### src/rtl/x_ibufds_deser.sv
`default_nettype none
// ============================================================================
//  Module   : x_ibufds_deser
//  Purpose  : Synchronises the recovered serial bit, finds frame alignment on
//             SYNC_WORD and emits LSB-first WIDTH-bit data words with a strobe.
//             Optional macro X_DESER_ERRCNT_EN enables the sync-miss counter.
//  Revision : 1.0 - initial release
// ============================================================================
module x_ibufds_deser #(
    parameter int              WIDTH     = 8,
    parameter logic [WIDTH-1:0] SYNC_WORD = 8'hBC,
    parameter int              FRAME_LEN = 16,
    parameter int              LOCK_CNT  = 2,
    parameter int              MISS_MAX  = 3
) (
    input  logic             CLK,
    input  logic             RSTN,
    input  logic             I,
    input  logic             EN,
    output logic [WIDTH-1:0] DATA,
    output logic             VALID,
    output logic             LOCKED,
    output logic [15:0]      ERR_CNT
);

    localparam int c_BC_W   = $clog2(WIDTH);
    localparam int c_WC_W   = $clog2(FRAME_LEN);
    localparam int c_GOOD_W = $clog2(LOCK_CNT + 1);
    localparam int c_MISS_W = $clog2(MISS_MAX + 1);

    localparam logic [c_BC_W-1:0]   c_BC_MAX    = c_BC_W'(WIDTH - 1);
    localparam logic [c_BC_W-1:0]   c_BC_ONE    = c_BC_W'(1);
    localparam logic [c_WC_W-1:0]   c_WC_MAX    = c_WC_W'(FRAME_LEN - 1);
    localparam logic [c_WC_W-1:0]   c_WC_ONE    = c_WC_W'(1);
    localparam logic [c_GOOD_W-1:0] c_GOOD_ONE  = c_GOOD_W'(1);
    localparam logic [c_GOOD_W-1:0] c_GOOD_LAST = c_GOOD_W'(LOCK_CNT - 1);
    localparam logic [c_MISS_W-1:0] c_MISS_ONE  = c_MISS_W'(1);
    localparam logic [c_MISS_W-1:0] c_MISS_LAST = c_MISS_W'(MISS_MAX - 1);

    localparam logic [1:0] c_HUNT  = 2'd0;
    localparam logic [1:0] c_CHECK = 2'd1;
    localparam logic [1:0] c_LOCK  = 2'd2;

    logic             r_s1;
    logic             r_s2;
    logic [WIDTH-1:0] r_sh;
    logic [c_BC_W-1:0]   r_bc;
    logic [c_WC_W-1:0]   r_wc;
    logic [c_GOOD_W-1:0] r_good;
    logic [c_MISS_W-1:0] r_miss;
    logic [1:0]       r_state;
    logic [1:0]       w_state_next;
    logic [WIDTH-1:0] r_data;
    logic             r_valid;

    logic [WIDTH-1:0]  w_sh_next;
    logic [c_WC_W-1:0] w_wc_next;
    logic              w_match;
    logic              w_word_evt;
    logic              w_wc_zero;
    logic              w_sync_chk;
    logic              w_sync_ok;
    logic              w_sync_bad;
    logic              w_miss_last;

    // All decisions look at the word including the bit shifted in this cycle
    assign w_sh_next   = {r_s2, r_sh[WIDTH-1:1]};
    assign w_match     = (w_sh_next == SYNC_WORD);
    assign w_word_evt  = EN && (r_bc == c_BC_MAX);
    assign w_wc_zero   = (r_wc == '0);
    assign w_wc_next   = (r_wc == c_WC_MAX) ? '0 : r_wc + c_WC_ONE;
    assign w_sync_chk  = ((r_state == c_CHECK) || (r_state == c_LOCK)) && w_word_evt && w_wc_zero;
    assign w_sync_ok   = w_sync_chk && w_match;
    assign w_sync_bad  = w_sync_chk && !w_match;
    assign w_miss_last = (r_miss == c_MISS_LAST);

    // State register
    always_ff @(posedge CLK) begin
        if (!RSTN) begin
            r_state <= c_HUNT;
        end else begin
            r_state <= w_state_next;
        end
    end

    // Next-state logic
    always_comb begin
        w_state_next = r_state;
        case (r_state)
            c_HUNT: begin
                if (EN && w_match) begin
                    w_state_next = (LOCK_CNT == 1) ? c_LOCK : c_CHECK;
                end
            end
            c_CHECK: begin
                if (w_sync_bad) begin
                    w_state_next = c_HUNT;
                end else if (w_sync_ok && (r_good == c_GOOD_LAST)) begin
                    w_state_next = c_LOCK;
                end
            end
            c_LOCK: begin
                if (w_sync_bad && w_miss_last) begin
                    w_state_next = c_HUNT;
                end
            end
            default: w_state_next = c_HUNT;
        endcase
    end

    // Output logic
    always_comb begin
        LOCKED = (r_state == c_LOCK);
        DATA   = r_data;
        VALID  = r_valid;
    end

    // Datapath: synchroniser keeps running while EN=0, everything else freezes
    always_ff @(posedge CLK) begin
        if (!RSTN) begin
            r_s1    <= 1'b0;
            r_s2    <= 1'b0;
            r_sh    <= '0;
            r_bc    <= '0;
            r_wc    <= '0;
            r_good  <= '0;
            r_miss  <= '0;
            r_data  <= '0;
            r_valid <= 1'b0;
        end else begin
            r_s1    <= I;
            r_s2    <= r_s1;
            r_valid <= 1'b0;
            if (EN) begin
                r_sh <= w_sh_next;
                r_bc <= (r_bc == c_BC_MAX) ? '0 : r_bc + c_BC_ONE;
                if (w_word_evt) begin
                    r_wc <= w_wc_next;
                end
                case (r_state)
                    c_HUNT: begin
                        if (w_match) begin
                            r_bc   <= '0;
                            r_wc   <= c_WC_ONE;
                            r_good <= c_GOOD_ONE;
                        end
                    end
                    c_CHECK: begin
                        if (w_sync_ok) begin
                            r_good <= r_good + c_GOOD_ONE;
                        end else if (w_sync_bad) begin
                            r_good <= '0;
                        end
                    end
                    c_LOCK: begin
                        if (w_word_evt && !w_wc_zero) begin
                            r_data  <= w_sh_next;
                            r_valid <= 1'b1;
                        end else if (w_sync_ok) begin
                            r_miss <= '0;
                        end else if (w_sync_bad) begin
                            if (w_miss_last) begin
                                r_bc   <= '0;
                                r_wc   <= '0;
                                r_miss <= '0;
                            end else begin
                                r_miss <= r_miss + c_MISS_ONE;
                            end
                        end
                    end
                    default: ;
                endcase
            end
        end
    end

`ifdef X_DESER_ERRCNT_EN
    logic [15:0] r_err_cnt;

    // Saturating count of every sync-word mismatch seen while aligned or checking
    always_ff @(posedge CLK) begin
        if (!RSTN) begin
            r_err_cnt <= 16'h0000;
        end else if (w_sync_bad && (r_err_cnt != 16'hFFFF)) begin
            r_err_cnt <= r_err_cnt + 16'h0001;
        end
    end

    assign ERR_CNT = r_err_cnt;
`else
    assign ERR_CNT = 16'h0000;
`endif

endmodule
`default_nettype wire
### config.mk
export PLATFORM = sky130hd
export DESIGN_NAME = x_ibufds_deser
export DESIGN_NICKNAME = d
export VERILOG_FILES = /design/src/rtl/x_ibufds_deser.sv
export SDC_FILE = /design/constraint.sdc
export NUM_CORES = 1
export LEC_CHECK = 0
export CORE_MARGIN = 2
export CORE_UTILIZATION = 24
export CTS_BUF_LIST = sky130_fd_sc_hd__clkbuf_16
export CTS_CLUSTER_DIAMETER = 60
export DETAILED_ROUTE_END_ITERATION = 7
export HOLD_SLACK_MARGIN = 0.05
export PLACE_DENSITY = 0.44
export SETUP_SLACK_MARGIN = 0.2
export SLEW_MARGIN = 10
export SYNTH_ARGS = -nofsm -noshare
export SYNTH_HDL_FRONTEND = slang
export SYNTH_SLANG_ARGS = --single-unit
### constraint.sdc
create_clock -name CLK -period 2.3 [get_ports CLK]
set_input_delay 0.345 -clock CLK [delete_from_list [all_inputs] [get_ports CLK]]
set_output_delay 0.345 -clock CLK [all_outputs]
set_load 0.01 [all_outputs]
run_1/pdn.png
Bar = 20 um. Pins as bars on the die edge.
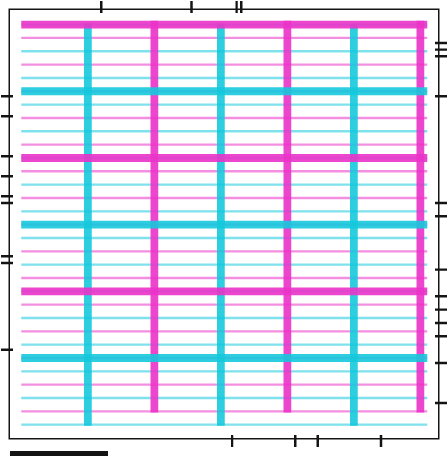
- VSS: cyan
- VDD: magenta
- met4 straps: 6
- signal pins: 30
- rows: 30
- met5 straps: 6

run_1/cell_classes.png
Bar = 20 um.
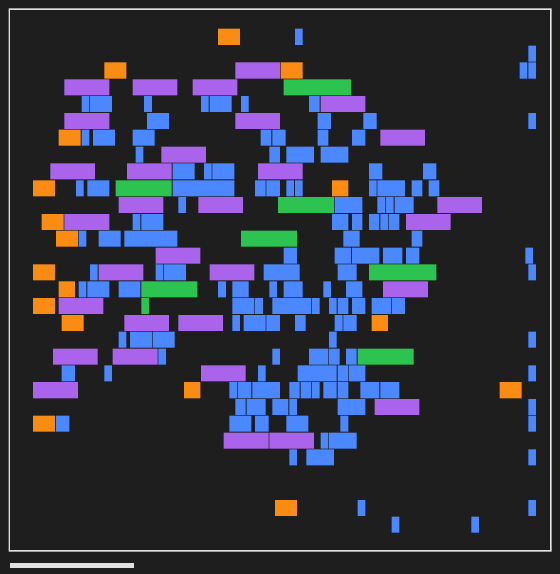
- flip-flops: purple (cells 31)
- other buffers and delay cells: orange (cells 17)
- clock drivers and dummy loads: green (cells 8)
- all other logic: blue (cells 143)

run_1/clock_map.png
Bar = 20 um.
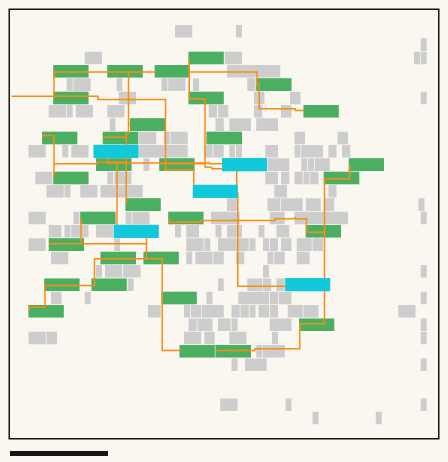
- cells driving clock nets: cyan (count 5)
- clock wires: orange (length 489 um)
- flip-flops: green (count 31)
- routed clock nets: 6

==> changes_impl.md, run 1 <==
## Implementation

* Non-clk buf share at between 7 and 8%
* Total wire length at 3.375 mm
* Global-route wire length before repair at between 5 and 6 mm
* Clock buf/inv share at under 10%
* Clock Buffer Count at 5
* Place WS at approximately 0.19 ns
* Die X at 87.30 um
* Die Ht at 87.30 um
* Max-area cell class: combinational gates
* CP peak stage delay at approximately 0.38 ns
* Worst EP arrival at about 2.0 ns
* Share of post-route cells with drive strength above 1 at 9.548%
* Final core utilization at between 30% and 40%
* Tapcells at 80
* Worst reg2reg endpoint: r_good[0]
* Vias per cell at between 4 and 5
* NetSw at 267.2 uW
* Setup TNS at 0 ns
* MaxCap Viol Count at 0
* Final setup violating endpoints at 0
* DP Area at about 1800 um2
* Sw Share at a little under a fifth
* Synthesized area at 1665 um2
* CP Max Fanout at 6
* Max FFs per register at 8
* Antenna Nets Post-Route at 0
* Cell depth of the worst hold path at 1
* Post-synth EDFFs at 0
* Flop-to-flop setup slack at roughly 0.44 ns
* GP Congestion at a little under 0.8
* Worst-margin pin slew at between 0.5 and 0.6 ns
* HPWL after DPL at roughly 2.4 mm
* # DRC at 0
* Setup bufs post-CTS at 0
* Floorplan-stage core utilization at between 20% and 30%
* Origin of the critical flop-to-flop path: r_wc[0]
* Die Size at ~7600 um2
* Root Driver: clkbuf_16
* Status: finished clean
* CTS sink cnt at 31
* Final hold vios at 0
* Met3 Wirelength at 150 um
* R2R depth at 6
* CP endpoint kind: flop
==> inputs of run 2 (changes only) <==
- clock period: 2.3 -> 1.8 ns (I/O delays scaled with it)
run_2/metal_stack.png
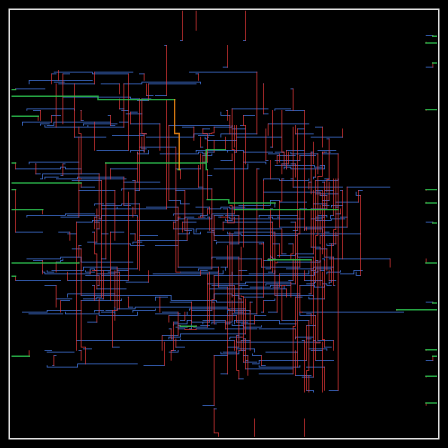
- met2: red (wire length 1770 um)
- met1: blue (wire length 2000 um)
- met3: green (wire length 184 um)
- met4: orange (wire length 15.2 um)
GRT Resource Usage Total: 11.26%
DR WL/cell: 13.20 um
number of vias in the routed layout: 1369

==> run 2 against run 1 <==
  * Clock skew is essentially flat
  * Flip-flop count is the same
  * Wire length grew 18%
  * Design area grew 14%
  * Non-clock buffer count grew 22
  * Combinational power grew 52%
  * Highest routed layer unchanged
==> changes_impl.md, run 2 <==
## Implementation

* Status: finished clean (unchanged)
* Worst EP arrival at 1.87 ns (was 2.03 ns)
* Flop-to-flop setup slack at 0.11 ns (was 0.44 ns)
* Vias per cell at 4.548 (was 4.462)
* Root Driver: clkbuf_16 (unchanged)
* GR Overflow Total at 0 (unchanged)
* Synthesized area at 1665 um2 (unchanged)
* Cell depth of the worst hold path at 1 (unchanged)
* CP Max Fanout at 4 (was 6)
* Die Ht at 87.30 um (unchanged)
* Tapcells at 80 (unchanged)
* Die Size at 7621 um2 (unchanged)
* # DRC at 0 (unchanged)
* Max-area cell class: combinational gates (unchanged)
* Setup TNS at 0 ns (unchanged)
* GP Congestion at 0.7539 (was 0.7747)
* Final hold vios at 0 (unchanged)
* Antenna Nets Post-Route at 0 (unchanged)
* Global-route wire length before repair at 6.596 mm (was 5.602 mm)
* CTS sink cnt at 31 (unchanged)
* Non-clk buf share at 14.63% (was 7.891%)
* Sw Share at 22.56% (was 18.51%)
* Die X at 87.30 um (unchanged)
* Clock buf/inv share at 6.121% (was 9.309%)
* Floorplan-stage core utilization at 24.65% (unchanged)
* Final setup violating endpoints at 0 (unchanged)
* MaxCap Viol Count at 0 (unchanged)
* Worst reg2reg endpoint: r_state[0] (was r_good[0])
* Share of post-route cells with drive strength above 1 at 31.22% (was 9.548%)
* NetSw at 357.9 uW (was 267.2 uW)
* Setup bufs post-CTS at 7 (was 0)
* Origin of the critical flop-to-flop path: r_state[0] (was r_wc[0])
* Met3 Wirelength at 183 um (was 150 um)
* Clock Buffer Count at 5 (unchanged)
* Final core utilization at 34.19% (was 30.04%)
==> inputs of run 3 (changes only) <==
- HOLD_SLACK_MARGIN: 0.05 -> 0.08
run_3/pdn.png
Bar = 20 um. Pins as bars on the die edge.
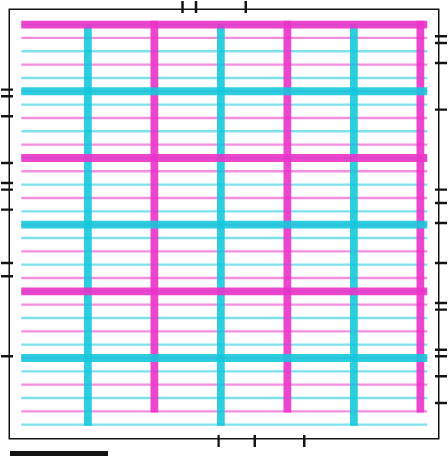
- VSS: cyan
- VDD: magenta
- met5 straps: 6
- signal pins: 30
- met4 straps: 6

==> run 3 against run 2 <==
  * Synthesized area stayed put
  * First-iteration DRC count stayed put
  * Largest cell class unchanged
  * Critical endpoint unchanged
  * Flip-flop count stayed put
  * Sequential power hardly changed
  * Global-route usage stayed put
  * Wire length stayed put
  * Sequential share of layout area stayed put
==> changes_impl.md, run 3 <==
## Implementation

* DR WL/cell at 13.20 um (unchanged)
* Cell Type Count at 44 (unchanged)
* Final hold vios at 0 (unchanged)
* Worst EP arrival at 1.87 ns (about the same)
* Number of vias in the routed layout at 1369 (unchanged)
* Root Driver: clkbuf_16 (unchanged)
* And+or+nand+nor area frac at 21.79% (unchanged)
* Max FFs per register at 8 (unchanged)
* Die X at 87.30 um (unchanged)
* Setup bufs post-CTS at 7 (unchanged)
* MaxCap Viol Count at 0 (unchanged)
* CP peak stage delay at 0.35 ns (about the same)
* Final setup violating endpoints at 0 (unchanged)
* Cell type with the largest total area: dfxtp_1 (unchanged)
* GRT Resource Usage Total at 11.26% (unchanged)
* Post-CTS Resized at 18 (unchanged)
* Final core utilization at 34.19% (unchanged)
* CP endpoint kind: flop (unchanged)
* Global-route wire length before repair at 6.596 mm (unchanged)
* Tapcells at 80 (unchanged)
* Wl on met1 at 2.002 mm (unchanged)
* Aoi share at 13.75% (unchanged)
* HPWL after DPL at 2.615 mm (unchanged)
* Place WS at -0.07087 ns (unchanged)
* Die Ht at 87.30 um (unchanged)
* CP Max Fanout at 4 (unchanged)
* Worst reg2reg endpoint: r_state[0] (unchanged)
* Antenna violations before repair at 0 (unchanged)
* Die Size at 7621 um2 (unchanged)
* Share of post-route cells with drive strength above 1 at 31.22% (unchanged)
* Met3 Wirelength at 183 um (unchanged)
* Syn. warnings at 0 (unchanged)
* Antenna diodes at 0 (unchanged)
* Clock buf/inv share at 6.121% (unchanged)
* Non-clk buf share at 14.63% (unchanged)
* Antenna Nets Post-Route at 0 (unchanged)
* Origin of the critical flop-to-flop path: r_state[0] (unchanged)
* CTS sink cnt at 31 (unchanged)
* R2R depth at 7 (unchanged)
* NetSw at 357.9 uW (unchanged)
* Total wire length at 3.974 mm (unchanged)
* Max-area cell class: combinational gates (unchanged)
* Cell depth of the worst hold path at 1 (unchanged)
* GR Overflow Total at 0 (unchanged)
* Post-synth EDFFs at 0 (unchanged)
* Status: finished clean (unchanged)
* DP Area at 1946 um2 (unchanged)
* # DRC at 0 (unchanged)
* Clock Buffer Count at 5 (unchanged)
* Stages on worst setup path at 7 (unchanged)
* Buffers excl. clock at 39 (unchanged)
* Synthesized area at 1665 um2 (unchanged)
* Vias per cell at 4.548 (unchanged)
* Sw Share at 22.56% (unchanged)
* Floorplan-stage core utilization at 24.65% (unchanged)
* Setup TNS at 0 ns (unchanged)
* GP Congestion at 0.7539 (unchanged)
No activity file was given, so power comes from the tool's default toggle rates.
